<file path="src/rtl/mux_arbiter_if.sv">
// Handshake bundle for the two-way result-bus arbiter:
// requesters a/b, registered output c and grant counters.
interface mux_arbiter_if #(
   parameter int WIDTH = 32,
   parameter int CNT_W = 16
);
   logic [WIDTH-1:0] a;
   logic             a_valid;
   logic             a_ready;
   logic [WIDTH-1:0] b;
   logic             b_valid;
   logic             b_ready;
   logic [WIDTH-1:0] c;
   logic             c_sel;
   logic             c_valid;
   logic             c_ready;
   logic [CNT_W-1:0] cnt_a;
   logic [CNT_W-1:0] cnt_b;

   modport master (
      output a, a_valid, b, b_valid, c_ready,
      input  a_ready, b_ready, c, c_sel, c_valid,
      input  cnt_a, cnt_b
   );

   modport slave (
      input  a, a_valid, b, b_valid, c_ready,
      output a_ready, b_ready, c, c_sel, c_valid,
      output cnt_a, cnt_b
   );
endinterface

</file>
<file path="src/rtl/mux_arbiter.sv">
// Round-robin 2:1 arbiter feeding one registered output slot.
// MUX_ARBITER_CNT_EN builds saturating per-side grant counters.
module mux_arbiter #(
   parameter int WIDTH = 32,
   parameter int CNT_W = 16
) (
   input logic          clk,
   input logic          reset,
   mux_arbiter_if.slave bus
);
   typedef enum logic {
      EMPTY = 1'b0,
      FULL  = 1'b1
   } state_t;

   state_t           state;
   logic             last_grant;
   logic [WIDTH-1:0] c_q;
   logic             c_sel_q;
   logic             c_valid_q;
   logic             slot_free;
   logic             pick_a;
   logic             pick_b;
   logic             take_a;
   logic             take_b;
   logic             xfer;

   // last_grant=1 means B went last, so A wins a tie
   always_comb begin
      pick_a = bus.a_valid & (~bus.b_valid | last_grant);
      pick_b = bus.b_valid & (~bus.a_valid | ~last_grant);
   end

   assign slot_free   = (state == EMPTY) | bus.c_ready;
   assign take_a      = slot_free & pick_a;
   assign take_b      = slot_free & pick_b;
   assign xfer        = take_a | take_b;
   assign bus.a_ready = take_a;
   assign bus.b_ready = take_b;
   assign bus.c       = c_q;
   assign bus.c_sel   = c_sel_q;
   assign bus.c_valid = c_valid_q;

   always_ff @(posedge clk or posedge reset) begin
      if (reset) begin
         state      <= EMPTY;
         c_q        <= '0;
         c_sel_q    <= 1'b0;
         c_valid_q  <= 1'b0;
         last_grant <= 1'b1;
      end else begin
         if (xfer) begin
            c_q        <= take_b ? bus.b : bus.a;
            c_sel_q    <= take_b;
            last_grant <= take_b;
         end
         unique case (state)
            EMPTY: begin
               if (xfer) begin
                  state     <= FULL;
                  c_valid_q <= 1'b1;
               end
            end
            FULL: begin
               if (!xfer && bus.c_ready) begin
                  state     <= EMPTY;
                  c_valid_q <= 1'b0;
               end
            end
         endcase
      end
   end

`ifdef MUX_ARBITER_CNT_EN
   logic [CNT_W-1:0] cnt_a_q;
   logic [CNT_W-1:0] cnt_b_q;

   // saturate rather than wrap so long runs stay monotonic
   always_ff @(posedge clk or posedge reset) begin
      if (reset) begin
         cnt_a_q <= '0;
         cnt_b_q <= '0;
      end else begin
         if (take_a && cnt_a_q != '1)
            cnt_a_q <= cnt_a_q + 1'b1;
         if (take_b && cnt_b_q != '1)
            cnt_b_q <= cnt_b_q + 1'b1;
      end
   end

   assign bus.cnt_a = cnt_a_q;
   assign bus.cnt_b = cnt_b_q;
`else
   assign bus.cnt_a = '0;
   assign bus.cnt_b = '0;
`endif
endmodule
</file>
<file path="src/flat_wrapper.sv">
// flat-port wrapper written by rule: the top's interface ports become plain ports
module mux_arbiter_flat 
#(
   parameter int WIDTH = 32,
   parameter int CNT_W = 16
)
  (clk, reset, bus_a, bus_a_valid, bus_b, bus_b_valid, bus_c_ready, bus_a_ready, bus_b_ready, bus_c, bus_c_sel, bus_c_valid, bus_cnt_a, bus_cnt_b);
  mux_arbiter_if #(.WIDTH(WIDTH), .CNT_W(CNT_W)) bus_i ();
  input logic clk;
  input logic reset;
  input wire logic [$bits(bus_i.a)-1:0] bus_a;
  input wire logic [$bits(bus_i.a_valid)-1:0] bus_a_valid;
  input wire logic [$bits(bus_i.b)-1:0] bus_b;
  input wire logic [$bits(bus_i.b_valid)-1:0] bus_b_valid;
  input wire logic [$bits(bus_i.c_ready)-1:0] bus_c_ready;
  output wire logic [$bits(bus_i.a_ready)-1:0] bus_a_ready;
  output wire logic [$bits(bus_i.b_ready)-1:0] bus_b_ready;
  output wire logic [$bits(bus_i.c)-1:0] bus_c;
  output wire logic [$bits(bus_i.c_sel)-1:0] bus_c_sel;
  output wire logic [$bits(bus_i.c_valid)-1:0] bus_c_valid;
  output wire logic [$bits(bus_i.cnt_a)-1:0] bus_cnt_a;
  output wire logic [$bits(bus_i.cnt_b)-1:0] bus_cnt_b;
  assign bus_i.a = bus_a;
  assign bus_i.a_valid = bus_a_valid;
  assign bus_i.b = bus_b;
  assign bus_i.b_valid = bus_b_valid;
  assign bus_i.c_ready = bus_c_ready;
  assign bus_a_ready = bus_i.a_ready;
  assign bus_b_ready = bus_i.b_ready;
  assign bus_c = bus_i.c;
  assign bus_c_sel = bus_i.c_sel;
  assign bus_c_valid = bus_i.c_valid;
  assign bus_cnt_a = bus_i.cnt_a;
  assign bus_cnt_b = bus_i.cnt_b;
  mux_arbiter #(.WIDTH(WIDTH), .CNT_W(CNT_W)) u_core (.clk(clk), .reset(reset), .bus(bus_i));
endmodule
</file>
<file path="config.mk">
export PLATFORM = sky130hd
export DESIGN_NAME = mux_arbiter_flat
export DESIGN_NICKNAME = d
export VERILOG_FILES = /design/src/rtl/mux_arbiter_if.sv /design/src/rtl/mux_arbiter.sv /design/src/flat_wrapper.sv
export SDC_FILE = /design/constraint.sdc
export NUM_CORES = 1
export LEC_CHECK = 0
export ABC_AREA = 1
export CORE_AREA = 2 2 69 71
export CTS_CLUSTER_SIZE = 28
export DETAILED_ROUTE_END_ITERATION = 10
export DIE_AREA = 0 0 71 73
export DONT_BUFFER_PORTS = 1
export PLACE_DENSITY = 0.7
export SKIP_LAST_GASP = 1
export SLEW_MARGIN = 20
export SYNTH_ARGS = -nofsm -noshare
export SYNTH_HDL_FRONTEND = slang
export SYNTH_SLANG_ARGS = --single-unit
</file>
<file path="constraint.sdc">
create_clock -name clk -period 1.1 [get_ports clk]
set_clock_uncertainty 0.05 [all_clocks]
set_input_delay 0.22 -clock clk [delete_from_list [all_inputs] [get_ports clk]]
set_output_delay 0.22 -clock clk [all_outputs]
set_load 0.01 [all_outputs]
</file>
==> Flow_metrics.wiki, run 1 <==
=== Physical design figures ===
{| class="wikitable"
! Metric !! Value
|-
| Remaining number of nets flagged by the antenna check after routing || 0
|-
| Internal || 2.50 mW
|-
| Final setup violation count || 37
|-
| Kind of path behind the tightest hold check || in2reg
|-
| Detailed-routing iteration count for the pre-antenna-repair pass || 4
|-
| I/O Buffers || 0
|-
| Global-route met2 utilization || 38.4%
|-
| Area after detailed placement || 2360 um2
|-
| Synthesized instance count || 333
|-
| FA/HA/MAJ Cells, Area Fraction || 0%
|-
| Worst supply voltage drop on vdd || 0.000754 V
|-
| Power Dens Cells || 1430 nW/um2
|-
| Tap cells || 54
|-
| Ant. Diodes || 0
|-
| HPWL after DPL || 3640 um
|-
| Compound Share, Synth || 1.45%
|-
| Buffers and inverters on the worst path || 2
|-
| Nets || 411
|-
| Worst Reg2Reg Path Length in Cells || 8
|-
| Cells resized by post-CTS repair || 18
|-
| Worst path slowest cell || sky130_fd_sc_hd__dfstp_2
|-
| Proportion of register bits with asynchronous set or reset after synthesis || 100%
|-
| Fill cells || 459
|-
| Critical path data arrival time || 1.11 ns
|-
| Xor+xnor area frac || 0%
|-
| Critical path endpoint category || primary output
|-
| Number of cells on the critical path || 4
|-
| Clock group share of total power || 24.9%
|-
| Gate power share || 26.4%
|-
| Average cell area after synthesis || 6.99 um2
|-
| Seq share, synth || 38.7%
|-
| Cell count listed in synth_stat.txt || 333
|-
| Run status || finished with violations
|-
| TritonCTS Sinks || 36
|-
| First-pass GRT wire length || 8750 um
|-
| Worst setup margin || -0.279 ns
|-
| Violations in the final reports || setup timing
|-
| Sequential cell fraction of total power || 48.7%
|-
| Category of the critical setup timing path || reg2out
|-
| Fraction of standard cell area that is sequential || 33.7%
|-
| Worst-path maximum fanout || 3
|}
==> run_1/gate_families.png <==
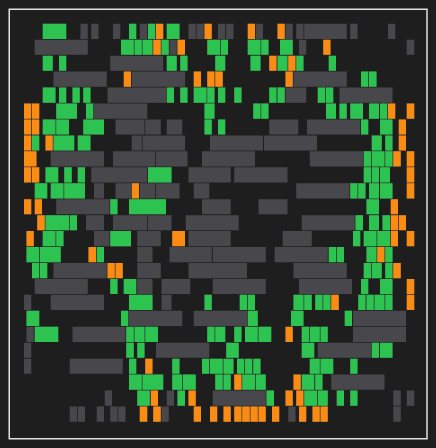
Orange stands for inverters, cells 71, most used inv_1, where spread over the die. Green stands for NAND gates, cells 170, most used nand2_1, where spread over the die.
logic share of the area: 38.2%
most frequently placed logic cell in the final layout: sky130_fd_sc_hd__nand2_1
post-route non-filler standard cell count: 397

==> run_1/metal_stack.png <==
Bar = 20 um. Two of the layers only.
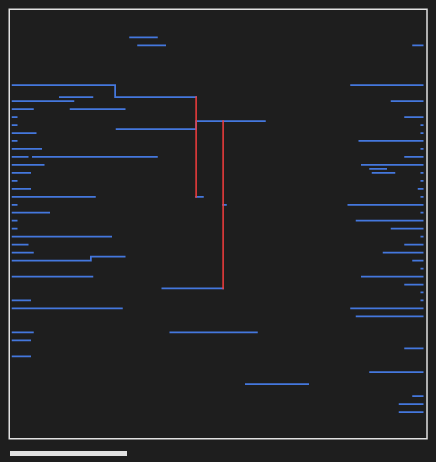
Blue stands for met3, wire length 445 um. Red stands for met4, wire length 45.6 um.

==> run_1/cell_classes.png <==
Bar = 20 um.
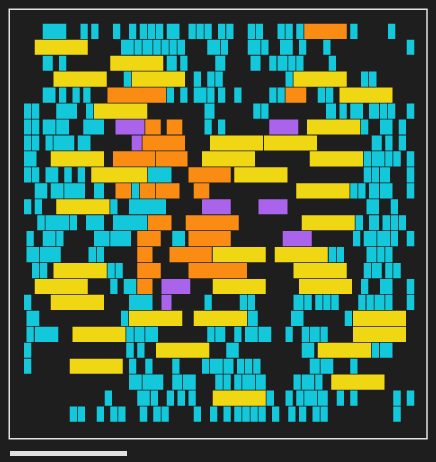
Purple stands for clock drivers and dummy loads, cells 8, share of their area 3.5%. Orange stands for other buffers and delay cells, cells 22, share of their area 12%. Cyan stands for all other logic, cells 277, share of their area 50%. Yellow stands for flip-flops, cells 36, share of their area 35%.

==> run_1/final_congestion.png <==
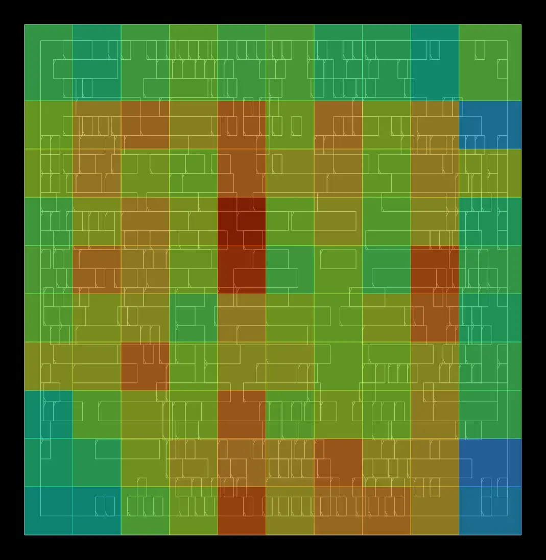
Top Usage Layer GRT: met2
met1 demand-to-capacity share in global routing: 25.0%
final core utilization: 59.1%

## Run 2: what changed since run 1
==> constraint.sdc (replaced) <==
create_clock -name clk -period 1.1 [get_ports clk]
set_clock_uncertainty 0.05 [all_clocks]
set_input_delay 0.11 -clock clk [delete_from_list [all_inputs] [get_ports clk]]
set_output_delay 0.11 -clock clk [all_outputs]
set_load 0.01 [all_outputs]
==> run_2/gate_families.png <==
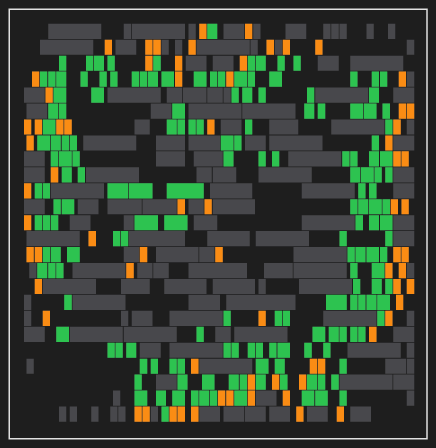
Orange stands for inverters, cells 71, most used inv_1, where spread over the die. Green stands for NAND gates, cells 170, most used nand2_1, where spread over the die.
post-route non-filler standard cell count: 433
logic share of the area: 32.7%

==> run 2 against run 1 <==
Highest routed layer unchanged. Sequential share of layout area fell by 3.3 points. Design area grew 11%. Hold slack got worse by 0.050 ns. Routed wire length is 7.4% higher. The run still ends with setup timing left. Area after synthesis unchanged. First-iteration DRC count shrank 17%.
==> Flow_metrics.wiki, run 2 <==
=== Physical design figures ===
{| class="wikitable"
! Metric !! Value
|-
| First-pass GRT wire length || 9780 um
|-
| Fill cells || 385
|-
| Detailed-routing iteration count for the pre-antenna-repair pass || 4
|-
| Most frequently placed logic cell in the final layout || sky130_fd_sc_hd__nand2_1
|-
| Fraction of standard cell area that is sequential || 30.4%
|-
| Final core utilization || 65.5%
|-
| Worst supply voltage drop on vdd || 0.000903 V
|-
| Worst path slowest cell || sky130_fd_sc_hd__dfrtp_1
|-
| Top Usage Layer GRT || met2
|-
| Area after detailed placement || 2380 um2
|-
| Number of cells on the critical path || 4
|-
| Final setup violation count || 37
|-
| Average cell area after synthesis || 6.99 um2
|-
| Proportion of register bits with asynchronous set or reset after synthesis || 100%
|-
| Category of the critical setup timing path || reg2out
|-
| Synthesized instance count || 333
|-
| Power Dens Cells || 1320 nW/um2
|-
| Buffers and inverters on the worst path || 1
|-
| Internal || 2.59 mW
|-
| Worst-path maximum fanout || 4
|-
| Xor+xnor area frac || 0%
|-
| TritonCTS Sinks || 36
|-
| Global-route met2 utilization || 41.7%
|-
| Sequential cell fraction of total power || 47.9%
|-
| Run status || finished with violations
|-
| Kind of path behind the tightest hold check || in2reg
|-
| Remaining number of nets flagged by the antenna check after routing || 0
|-
| Violations in the final reports || setup timing
|-
| Critical path data arrival time || 1.13 ns
|-
| Worst setup margin || -0.187 ns
|-
| HPWL after DPL || 3700 um
|-
| Compound Share, Synth || 1.45%
|-
| FA/HA/MAJ Cells, Area Fraction || 0%
|-
| Cell count listed in synth_stat.txt || 333
|}
Power and IR drop assume default switching activity.
